### src/rtl/gcd_top.sv
// ---------------------------------------------------------------------------
// gcd_top
//
// Iterative GCD engine based on repeated subtraction. When the block is idle
// and start is high, it captures A and B. It then runs one subtract step per
// clock until one operand is zero or both are equal. The result is then
// registered on res and marked with a one-cycle done pulse.
//
// Parameters:
//   WIDTH  operand/result width in bits (>= 2), default 5
//
// Ports:
//   clk    in   rising-edge clock
//   rst    in   synchronous active-high reset
//   start  in   level request, only looked at in IDLE
//   A, B   in   unsigned operands, captured together with start
//   res    out  registered GCD; holds the last result between completions
//   done   out  registered one-cycle pulse when res shows a new result
//   busy   out  registered, high while the FSM is in CALC
//   err    out  (only with GCD_ERR_EN) set with done when both terminating
//               operands are zero, otherwise cleared with done
//
// Build option:
//   GCD_ERR_EN  when defined, adds the err output and its logic
// ---------------------------------------------------------------------------
module gcd_top #(
    parameter int WIDTH = 5
) (
    input  logic             clk,
    input  logic             rst,
    input  logic             start,
    input  logic [WIDTH-1:0] A,
    input  logic [WIDTH-1:0] B,
    output logic [WIDTH-1:0] res,
    output logic             done,
`ifdef GCD_ERR_EN
    output logic             busy,
    output logic             err
`else
    output logic             busy
`endif
);

    typedef enum logic [1:0] {
        S_IDLE = 2'b00,
        S_CALC = 2'b01,
        S_DONE = 2'b10
    } state_t;

    state_t           state, state_nxt;
    logic [WIDTH-1:0] a, a_nxt;
    logic [WIDTH-1:0] b, b_nxt;
    logic [WIDTH-1:0] res_nxt;
    logic             done_nxt;
    logic             busy_nxt;
    logic             term;

`ifdef GCD_ERR_EN
    logic             err_nxt;
`endif

    // Termination test for the current operand pair.
    assign term = (a == b) || (a == '0) || (b == '0);

    always_comb begin
        state_nxt = state;
        a_nxt     = a;
        b_nxt     = b;
        res_nxt   = res;
        done_nxt  = 1'b0;
`ifdef GCD_ERR_EN
        err_nxt   = err;
`endif
        case (state)
            S_IDLE: begin
                if (start) begin
                    a_nxt     = A;
                    b_nxt     = B;
                    state_nxt = S_CALC;
                end
            end
            S_CALC: begin
                if (term) begin
                    // gcd(0,x)=x; when both are zero b is zero as well.
                    res_nxt   = (a == '0) ? b : a;
                    done_nxt  = 1'b1;
                    state_nxt = S_DONE;
`ifdef GCD_ERR_EN
                    err_nxt   = (a == '0) && (b == '0);
`endif
                end else if (a > b) begin
                    // Larger operand is always the minuend, so no wrap.
                    a_nxt = a - b;
                end else begin
                    b_nxt = b - a;
                end
            end
            S_DONE: begin
                state_nxt = S_IDLE;
            end
            default: begin
                // Unused fourth code recovers to IDLE.
                state_nxt = S_IDLE;
            end
        endcase
        busy_nxt = (state_nxt == S_CALC);
    end

    always_ff @(posedge clk) begin
        if (rst) begin
            state <= S_IDLE;
            a     <= '0;
            b     <= '0;
            res   <= '0;
            done  <= 1'b0;
            busy  <= 1'b0;
`ifdef GCD_ERR_EN
            err   <= 1'b0;
`endif
        end else begin
            state <= state_nxt;
            a     <= a_nxt;
            b     <= b_nxt;
            res   <= res_nxt;
            done  <= done_nxt;
            busy  <= busy_nxt;
`ifdef GCD_ERR_EN
            err   <= err_nxt;
`endif
        end
    end

endmodule

### config.mk
export PLATFORM = sky130hd
export DESIGN_NAME = gcd_top
export DESIGN_NICKNAME = d
export VERILOG_FILES = /design/src/rtl/gcd_top.sv
export SDC_FILE = /design/constraint.sdc
export NUM_CORES = 1
export LEC_CHECK = 0
export CORE_MARGIN = 3
export CORE_UTILIZATION = 52
export DETAILED_ROUTE_END_ITERATION = 6
export HOLD_SLACK_MARGIN = 0.03
export PLACE_DENSITY = 0.78
export SYNTH_ARGS = -nofsm -noshare
export SYNTH_HDL_FRONTEND = slang
export SYNTH_SLANG_ARGS = --single-unit
### constraint.sdc
create_clock -name clk -period 2.9 [get_ports clk]
set_input_delay 0.58 -clock clk [delete_from_list [all_inputs] [get_ports clk]]
set_output_delay 0.58 -clock clk [all_outputs]
set_load 0.005 [all_outputs]
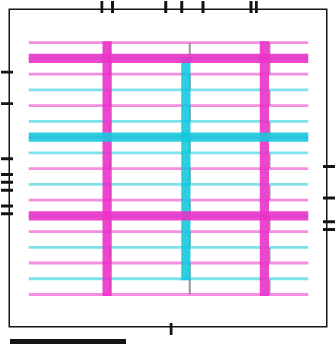
Fig. 1. Floorplan with the power grid.
The bar under the picture is 20 µm long. Pins as bars on the die edge. Tap cells in grey.
- VDD: cyan
- VSS: magenta
- tap cells: 27
- signal pins: 20
- met4 straps: 3
- met5 straps: 3

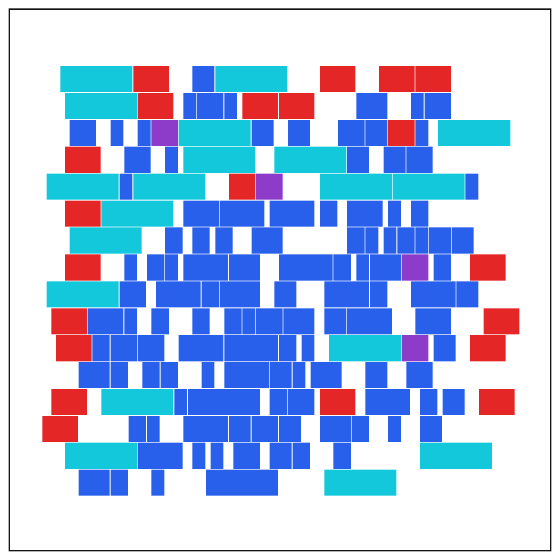
Fig. 2. Placement by cell class.
- registers: cyan (cells 19; share of their area 27%)
- remaining buffers and delay cells: red (cells 21; share of their area 14%)
- remaining logic cells: blue (cells 117; share of their area 57%)
- clock drivers and dummy loads: purple (cells 4; share of their area 2.1%)

==> Changelog: implementation <==
## Implementation

- Status: finished, final reports clean
- P_leak: 0.561 nW
- Grt ovf: 0
- Crit path DRT: 3.12 ns
- Hold Path Origin: res[4]
- Top delay family on crit path: AND-OR/OR-AND gates
- Yosys warns: 0
- # diodes: 0
- Maximum vdd drop: 0.767 mV
- CTS buffer count: 3
- Post-synth EDFFs: 0
- XOR Share, Synth: 0.0143
- Adder-cell share of the synthesized area: 0.124
- Largest regs: a x5, b x5, res x5
- GRT Util Overall: 0.244
- Worst setup margin: 0.474 ns
- Seq pwr share: 0.245
- WL met2: 1450 µm
- Worst slew pin tran: 0.675 ns
- Crit path kind: reg2reg
- Register bit count reported by yosys: 19
- Ao+oa area frac: 0.276
- Type of origin of the critical path: flip-flop
- Clk pwr: 0.000145 W
- Crit path launch: a[3]
- CTS Sinks: 19
- Num ports: 20
- Final period util: 0.836
- Reg2reg path depth: 7
- FP Rows: 16
- Met3 usage: 0.0736
- Non-CTS buffers: 21
- Multi-In Gates: 107
- Area share of the largest cell type after synthesis: 0.310
- Register area: 380 µm²
- Comb/total area: 0.530
- Leading cell category by total area: multi-input combinational cells
- Sequential area share after synthesis: 0.310
- Area of the mapped netlist: 1230 µm²
- Layout cells sized above 1: 0.0807
- Vias in the first global route: 1116
- Worst path bufs/invs: 1
- Fin. Hold Viols: 0
- Flop-to-flop setup slack: 0.47 ns
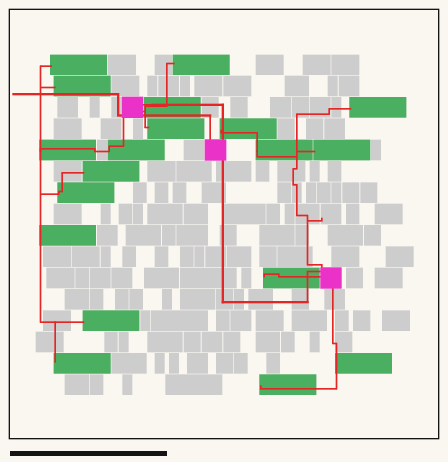
Fig. 3. Routed clock nets over the placement.
The bar under the picture is 20 µm long.
- clock-net drivers: magenta (count 3)
- flip-flops: green (count 19)
- clock wires: red (length 255 µm)
- routed clock nets: 4
- flops lie: all over the die

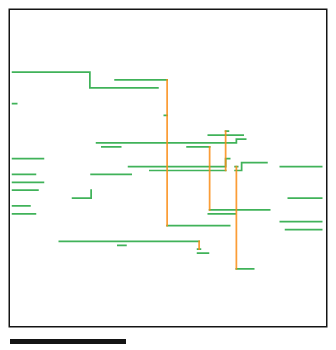
Fig. 4. Routed metal, one colour a layer.
The bar under the picture is 20 µm long. Two of the layers only.
- M4: orange (wire length 61.9 µm)
- M3: green (wire length 236 µm)

No activity file was given, so power comes from the tool's default toggle rates.
